[src/rtl/io_sel_ctrl.sv]
// io_sel_ctrl: bus-programmable pad function selector. Every change is applied
// as hi-Z guard -> io_sel switch -> settle guard, so that only the pads whose
// selection actually changes are ever floated.

// Per-pin slice: holds one applied io_sel bit and its hi-Z force bit.
module io_sel_pin (
   input  logic clk,
   input  logic reset_n,
   input  logic rst_val_i,   // io_sel value after reset
   input  logic launch_i,    // sequence starts: load hi-Z from diff
   input  logic diff_i,      // this pin changes in the launching sequence
   input  logic apply_i,     // SWITCH cycle: take the target selection
   input  logic tgt_i,       // target selection bit
   input  logic finish_i,    // last SETTLE cycle: release hi-Z
   output logic sel_o,
   output logic hiz_o
);

   logic sel_q, sel_d;
   logic hiz_q, hiz_d;

   // Next state: selection only moves on apply, hi-Z is held for the whole sequence
   always_comb begin
      sel_d = sel_q;
      hiz_d = hiz_q;
      if (apply_i)
         sel_d = tgt_i;
      if (launch_i)
         hiz_d = diff_i;
      else if (finish_i)
         hiz_d = 1'b0;
   end

   // Pin state registers with synchronous reset
   always_ff @(posedge clk) begin
      if (!reset_n) begin
         sel_q <= rst_val_i;
         hiz_q <= 1'b0;
      end else begin
         sel_q <= sel_d;
         hiz_q <= hiz_d;
      end
   end

   assign sel_o = sel_q;
   assign hiz_o = hiz_q;

endmodule

module io_sel_ctrl #(
   parameter int                N_PINS       = 15,
   parameter int                GUARD_CYCLES = 4,
   parameter logic [N_PINS-1:0] SEL_RST      = '0
) (
   input  logic              clk,
   input  logic              reset_n,
   input  logic              sel_i,
   input  logic              we_i,
   input  logic [1:0]        addr_i,
   input  logic [31:0]       wdata_i,
   output logic [31:0]       rdata_o,
   output logic              ack_o,
   output logic [N_PINS-1:0] io_sel_o,
   output logic [N_PINS-1:0] pad_hiz_o,
   output logic              busy_o
);

   typedef enum logic [1:0] {
      S_IDLE   = 2'd0,
      S_HIZ    = 2'd1,
      S_SWITCH = 2'd2,
      S_SETTLE = 2'd3
   } state_e;

   localparam logic [1:0] A_REQ    = 2'd0;
   localparam logic [1:0] A_ACTIVE = 2'd1;
   localparam logic [1:0] A_STATUS = 2'd2;
   localparam logic [1:0] A_LOCK   = 2'd3;

   // Both guards share one counter, reloaded on entry to HIZ and SETTLE
   localparam logic [7:0] GUARD_LD = 8'(GUARD_CYCLES - 1);

   state_e            state_q, state_d;
   logic [7:0]        cnt_q, cnt_d;
   logic [N_PINS-1:0] req_q, req_d;
   logic [N_PINS-1:0] diff_q, diff_d;
   logic [N_PINS-1:0] tgt_q, tgt_d;
   logic              lock_q, lock_d;
   logic              pend_q, pend_d;
   logic              ack_q, ack_d;
   logic [31:0]       rdata_q, rdata_d;

   logic [N_PINS-1:0] io_sel;
   logic [N_PINS-1:0] pad_hiz;
   logic              launch, apply, finish, pend_clr;
   logic              req_wr, lock_wr;
   logic [31:0]       rd_mux;
   logic              unused_wdata;

   assign unused_wdata = ^wdata_i;

   // Sequencer next state: launch from IDLE, time guards, apply in SWITCH
   always_comb begin
      state_d  = state_q;
      cnt_d    = cnt_q;
      diff_d   = diff_q;
      tgt_d    = tgt_q;
      launch   = 1'b0;
      apply    = 1'b0;
      finish   = 1'b0;
      pend_clr = 1'b0;
      case (state_q)
         S_IDLE: begin
            if (pend_q) begin
               pend_clr = 1'b1;
               // A pending request equal to the applied value is a no-op
               if (req_q != io_sel) begin
                  diff_d  = req_q ^ io_sel;
                  tgt_d   = req_q;
                  cnt_d   = GUARD_LD;
                  launch  = 1'b1;
                  state_d = S_HIZ;
               end
            end
         end
         S_HIZ: begin
            if (cnt_q == 8'd0)
               state_d = S_SWITCH;
            else
               cnt_d = cnt_q - 8'd1;
         end
         S_SWITCH: begin
            apply   = 1'b1;
            cnt_d   = GUARD_LD;
            state_d = S_SETTLE;
         end
         S_SETTLE: begin
            if (cnt_q == 8'd0) begin
               finish  = 1'b1;
               state_d = S_IDLE;
            end else begin
               cnt_d = cnt_q - 8'd1;
            end
         end
         default: state_d = S_IDLE;
      endcase
   end

   // Bus side: register writes, read mux and registered ack/rdata
   always_comb begin
      req_wr  = sel_i && we_i && (addr_i == A_REQ) && !lock_q;
      lock_wr = sel_i && we_i && (addr_i == A_LOCK) && wdata_i[0];

      req_d  = req_wr ? wdata_i[N_PINS-1:0] : req_q;
      lock_d = lock_q | lock_wr;
      // A write in the launch cycle re-arms pend for the newer request
      if (req_wr)
         pend_d = 1'b1;
      else if (pend_clr)
         pend_d = 1'b0;
      else
         pend_d = pend_q;

      rd_mux = '0;
      case (addr_i)
         A_REQ:    rd_mux[N_PINS-1:0] = req_q;
         A_ACTIVE: rd_mux[N_PINS-1:0] = io_sel;
         A_STATUS: rd_mux[2:0]        = {pend_q, lock_q, busy_o};
         A_LOCK:   rd_mux[0]          = lock_q;
         default:  rd_mux             = '0;
      endcase

      ack_d   = sel_i;
      rdata_d = (sel_i && !we_i) ? rd_mux : '0;
   end

   // Control and bus registers with synchronous reset
   always_ff @(posedge clk) begin
      if (!reset_n) begin
         state_q <= S_IDLE;
         cnt_q   <= '0;
         req_q   <= SEL_RST;
         diff_q  <= '0;
         tgt_q   <= SEL_RST;
         lock_q  <= 1'b0;
         pend_q  <= 1'b0;
         ack_q   <= 1'b0;
         rdata_q <= '0;
      end else begin
         state_q <= state_d;
         cnt_q   <= cnt_d;
         req_q   <= req_d;
         diff_q  <= diff_d;
         tgt_q   <= tgt_d;
         lock_q  <= lock_d;
         pend_q  <= pend_d;
         ack_q   <= ack_d;
         rdata_q <= rdata_d;
      end
   end

   // One slice per shared pin; hi-Z loads the freshly computed diff at launch
   for (genvar p = 0; p < N_PINS; p++) begin : g_pin
      io_sel_pin u_pin (
         .clk       (clk),
         .reset_n   (reset_n),
         .rst_val_i (SEL_RST[p]),
         .launch_i  (launch),
         .diff_i    (diff_d[p]),
         .apply_i   (apply),
         .tgt_i     (tgt_q[p]),
         .finish_i  (finish),
         .sel_o     (io_sel[p]),
         .hiz_o     (pad_hiz[p])
      );
   end

   assign busy_o    = (state_q != S_IDLE);
   assign io_sel_o  = io_sel;
   assign pad_hiz_o = pad_hiz;
   assign ack_o     = ack_q;
   assign rdata_o   = rdata_q;

endmodule

[config.mk]
export PLATFORM = sky130hd
export DESIGN_NAME = io_sel_ctrl
export DESIGN_NICKNAME = d
export VERILOG_FILES = /design/src/rtl/io_sel_ctrl.sv
export SDC_FILE = /design/constraint.sdc
export NUM_CORES = 1
export LEC_CHECK = 0
export CORE_MARGIN = 2
export CORE_UTILIZATION = 53
export DETAILED_ROUTE_END_ITERATION = 8
export MAX_ROUTING_LAYER = met4
export PLACE_DENSITY = 0.82
export SETUP_SLACK_MARGIN = 0.15
export SYNTH_ARGS = -nofsm -noshare
export SYNTH_HDL_FRONTEND = slang
export SYNTH_SLANG_ARGS = --single-unit
export TNS_END_PERCENT = 5
[constraint.sdc]
create_clock -name clk -period 4.3 [get_ports clk]
set_clock_uncertainty 0.2 [all_clocks]
set_input_delay 1.29 -clock clk [delete_from_list [all_inputs] [get_ports clk]]
set_output_delay 1.29 -clock clk [all_outputs]
set_load 0.005 [all_outputs]
==> impl_metrics.toml <==
# physical design summary
[yosys]
top_cells_by_count = "dfxtp_1 (88), buf_4 (48), nand2_1 (48), a21oi_1 (46), nor2_1 (35)"
ys_seq_share_pct = 41.6
yosys_cells = 468
synth_area_leader_cell = "dfxtp_1"
synthArstFlopShare_pct = 0
top_cell = "dfxtp_1"
syn_area_um2 = 4240
ys_area_um2 = 4240
synth_warnings = 0
netlist-cell-type-count = 44
syn_area_per_cell_um2 = 9.05
edf_count = 0
numSynthFlops = 88
synth_top_flop_cell = "dfxtp_1"
area_leaders = "dfxtp_1 (42%), buf_4 (8.5%), mux2i_1 (6.9%)"
post-synth-top-area-fraction_pct = 41.6
syn_inst = 468

[floorplan]
rows = 32
die_area_um2 = 8720
fp-utilization_pct = 54.8
pin_count = 102

[final_timing]
max_freq_mhz = 306
timing.final.max_slew_violations = 0
finalHoldViolCount = 0
rsz0062_at_grt = "no"
fin_setup_tns_ns = 0
period_needed_ns = 3.26
tightestPinTransition_ns = 1.14
timing.slew.headroom_pct = 24.0
setup_viol = 0
fin_crit_sh_pct = 75.9
worst_slack_ns = 1.04

[place]
gp_congestion = 0.807
placedCellCount = 578
port_buffers = 67
place_ws_ns = 0.917
dp_hpwl_mm = 6.30

[power]
netSwitchingFraction_pct = 27.2
switching_power_uw = 402
power_density_nw_per_um2 = 313
p_comb_share_pct = 9.5
p_int_uw = 1080
clock_power_share_pct = 34.6
p_leak_uw = 0.00170
p_seq_share_pct = 55.9

[routing]
drt_iter0_markers = 229
wirelength_mm = 9.31
route.vias.total = 3289
vias_per_cell = 5.54
drc = 0
ant_nets = 0
dr.pass1.iters = 5
wl_per_cell_um = 15.7

[worst_setup_path]
crit_type = "reg -> out"
cp-end-kind = "output port"
worstPathRequired_ns = 2.81
critPathArrivalTime_ns = 1.77
worst_r2r_path_depth = 6
cp-start-kind = "flop"
critPathMaxFanout = 5
r2r-start = "req_q[11]"
r2r_slack_ns = 1.67

[clock_tree]
insertion_delay_ns = 0.36
cts_tree = "built"
cts_resized = 0
cts.sink_count = 88
cts_root_buffer = "clkbuf_8"
ctsHoldBuffers = 0
path_clk_slew_ns = 0.09
post-cts-setup-buffers = 0
clock_path_buffers = 2
htreeDepth = 3

[final_layout]
drive_gt1_share_pct = 9.76
synthToLayoutAreaGrowth_pct = 11.9
logic_area_um2 = 1930
antennaDiodeCount = 0
num-fill-cells = 641
final_nets = 532

[worst_hold_path]
min-delay-path-class = "reg -> reg"
hold_depth = 2
holdCritStartpoint = "g_pin[14].u_pin.hiz_o"

[global_routing]
grt_pass1_wl_mm = 15.1
grt_start_max_net_pins = 35
grt_usage_pct = 22.6
grt_pass1_vias = 3056
antenna_found_initial = 0

[outcome]
status = "complete, no violations"

[flow_run]
warnings = 48
maxCapViolations = 0
## worst paths after layout
path,endpoint
setup reg to reg,g_pin[3].u_pin.hiz_o
hold reg to reg,g_pin[14].u_pin.hiz_o
setup / recovery,busy_o
hold / removal,g_pin[14].u_pin.hiz_o
## registers in the layout, summed over array words and instances (netlist names)
| register | count |
|---|---|
| tgt_q | 15 |
| req_q | 15 |
| g_pin.u_pin.sel_o | 15 |
| state_q | 2 |
| pend_q | 1 |
| g_pin.u_pin.hiz_o | 15 |
| rdata_o | 15 |
| cnt_q | 8 |
| ack_o | 1 |
| lock_q | 1 |
## power by group through the flow
stage	clock network, uW	registers [uW]	logic (uW)
after floorplan	0	846	134
after global placement	0	847	135
after detailed placement	0	847	139
after CTS	512	828	140
after global routing	556	830	153
final	512	828	141
## routing by layer
layer | vias up | part of all wire, % | GRT usage, %
li1 | 1591 | - | -
met4 | 0 | 1.8 | 9.07
met2 | 98 | 50 | 36.9
met3 | 16 | 4.9 | 3.87
met5 | - | 0 | -
met1 | 1584 | 44 | 27.9
## stage by stage
stage / hold WS [ns] / cell area, um^2 / power (uW) / utilization (%)
floorplan: 0.251 / 4300 / 979 / -
global placement: 0.259 / 4570 / 982 / 59.1
detailed placement: 0.266 / 4570 / 986 / 59.1
CTS: 0.280 / 4740 / 1480 / 61.3
global route: 0.292 / 4740 / 1540 / 61.3
finish: 0.280 / 4740 / 1480 / 61.3
## critical path: stages, from the launching register on
cell,delay [ns]
dfxtp_1,0.39
inv_1,0.12
ha_1,0.25
inv_1,0.14
clkdlybuf4s50_1,0.52
## final cells by class
class,count,share of cell area [%]
repair buffers,71,15.0
well taps,102,2.69
multi-input cells,308,40.8
clock buffers,9,2.61
flip-flops and latches,88,37.2
clock inverters,7,1.00
inverters,9,0.713
## cell usage in the layout, fill, tap and decap left out, drive strengths merged
cell            n
o31ai           5
nor2           35
or3             6
o211ai         15
nor3            5
a41o            1
ha              7
mux4            1
buf             4
dfxtp          88
and4            1
conb           17
nor4            8
nand2          49
and3            1
and2            3
nand3          21
inv            10
xor2           15
o21ai          19
clkinvlp        2
o22ai           1
a21o            1
o21a            1
nand4           1
a31oi           1
a41oi           1
clkbuf          9
a21oi          56
nor4b           1
mux2i          29
clkinv          4
clkdlybuf4s50  67
or4             7
## kinds of logic (layout without fill, tap and decap cells)
kind of cell,after synthesis,count (layout),synth area share (%)
AND/OR/NAND/NOR,138,138,15.8
AND-OR/OR-AND,101,101,15.6
flip-flops,88,88,41.6
XOR/XNOR,15,15,3.10
adder cells (fa/ha/maj),7,7,2.07
multiplexers,30,30,7.38
buffers and inverters,88,96,14.4
other,1,17,0.0885
**PDN straps and rails**

Pins as bars on the die edge.
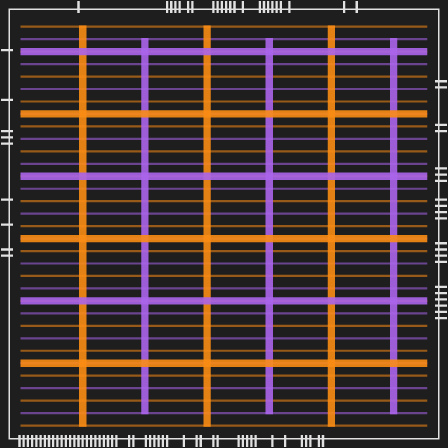
legend:
  orange:
    net: VSS
  purple:
    net: VDD
met4 straps: 6
met5 straps: 6
area of the core: 7730 um^2
chip width: 93.4 um
height of the die: 93.4 um
IR drop worst, VDD: 0.136 mV

**Register map, names as in the netlist**

Other sequential cells in the stronger grey, the rest of the logic in the fainter grey.
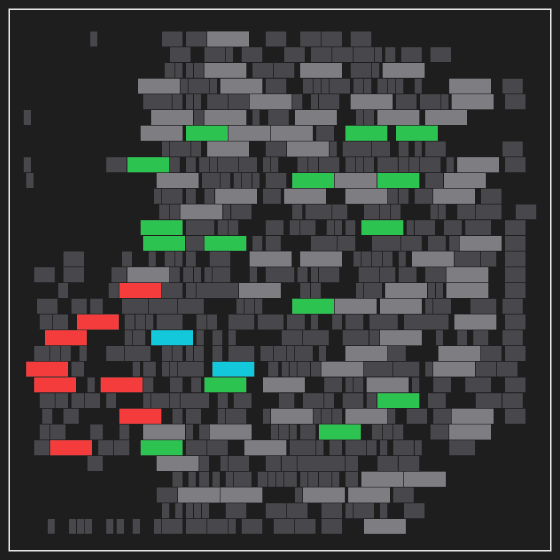
legend:
  cyan:
    netlist_name: state_q
    placed_flops: 2
  green:
    netlist_name: tgt_q
    placed_flops: 15
  red:
    netlist_name: cnt_q
    placed_flops: 8
not coloured: 63
final core utilization: 61.3%
sequential cell area: 1760 um^2
Seq power: 828 uW
sequential portion of the cell area: 37.2%

**Signal wires on met1**

Supply wires on this layer in grey.
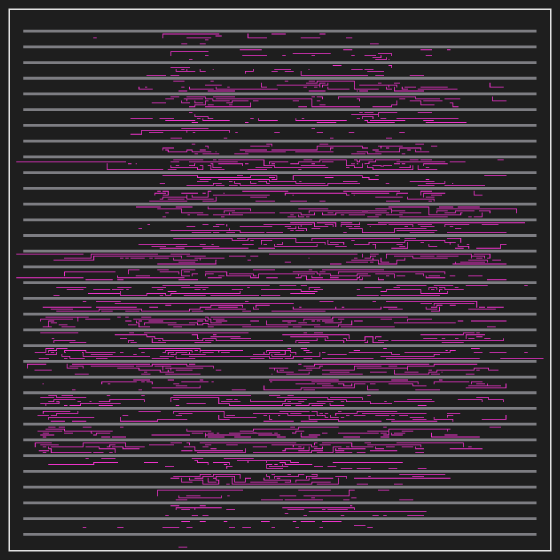
nets with wire on the layer: 463
longest straight run: 30.8 um
share of all routed wire: 44%
wire length on this layer: 4060 um

**The clock network**

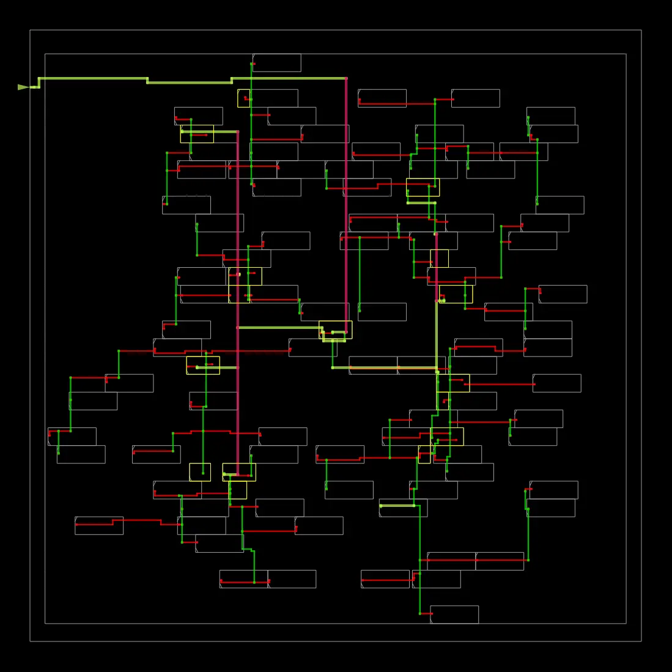
# clk buffers: 9
P_clk: 512 uW

**Selected gate families**

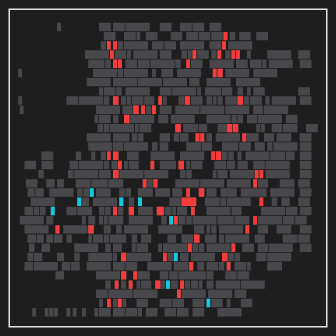
legend:
  cyan:
    family: inverters
    cells: 9
    most_used: inv_1
  red:
    family: NAND gates
    cells: 71
    most_used: nand2_1
Comb/total area: 40.8%
Layout Cells excl Fill: 594

Power and IR drop assume default switching activity.
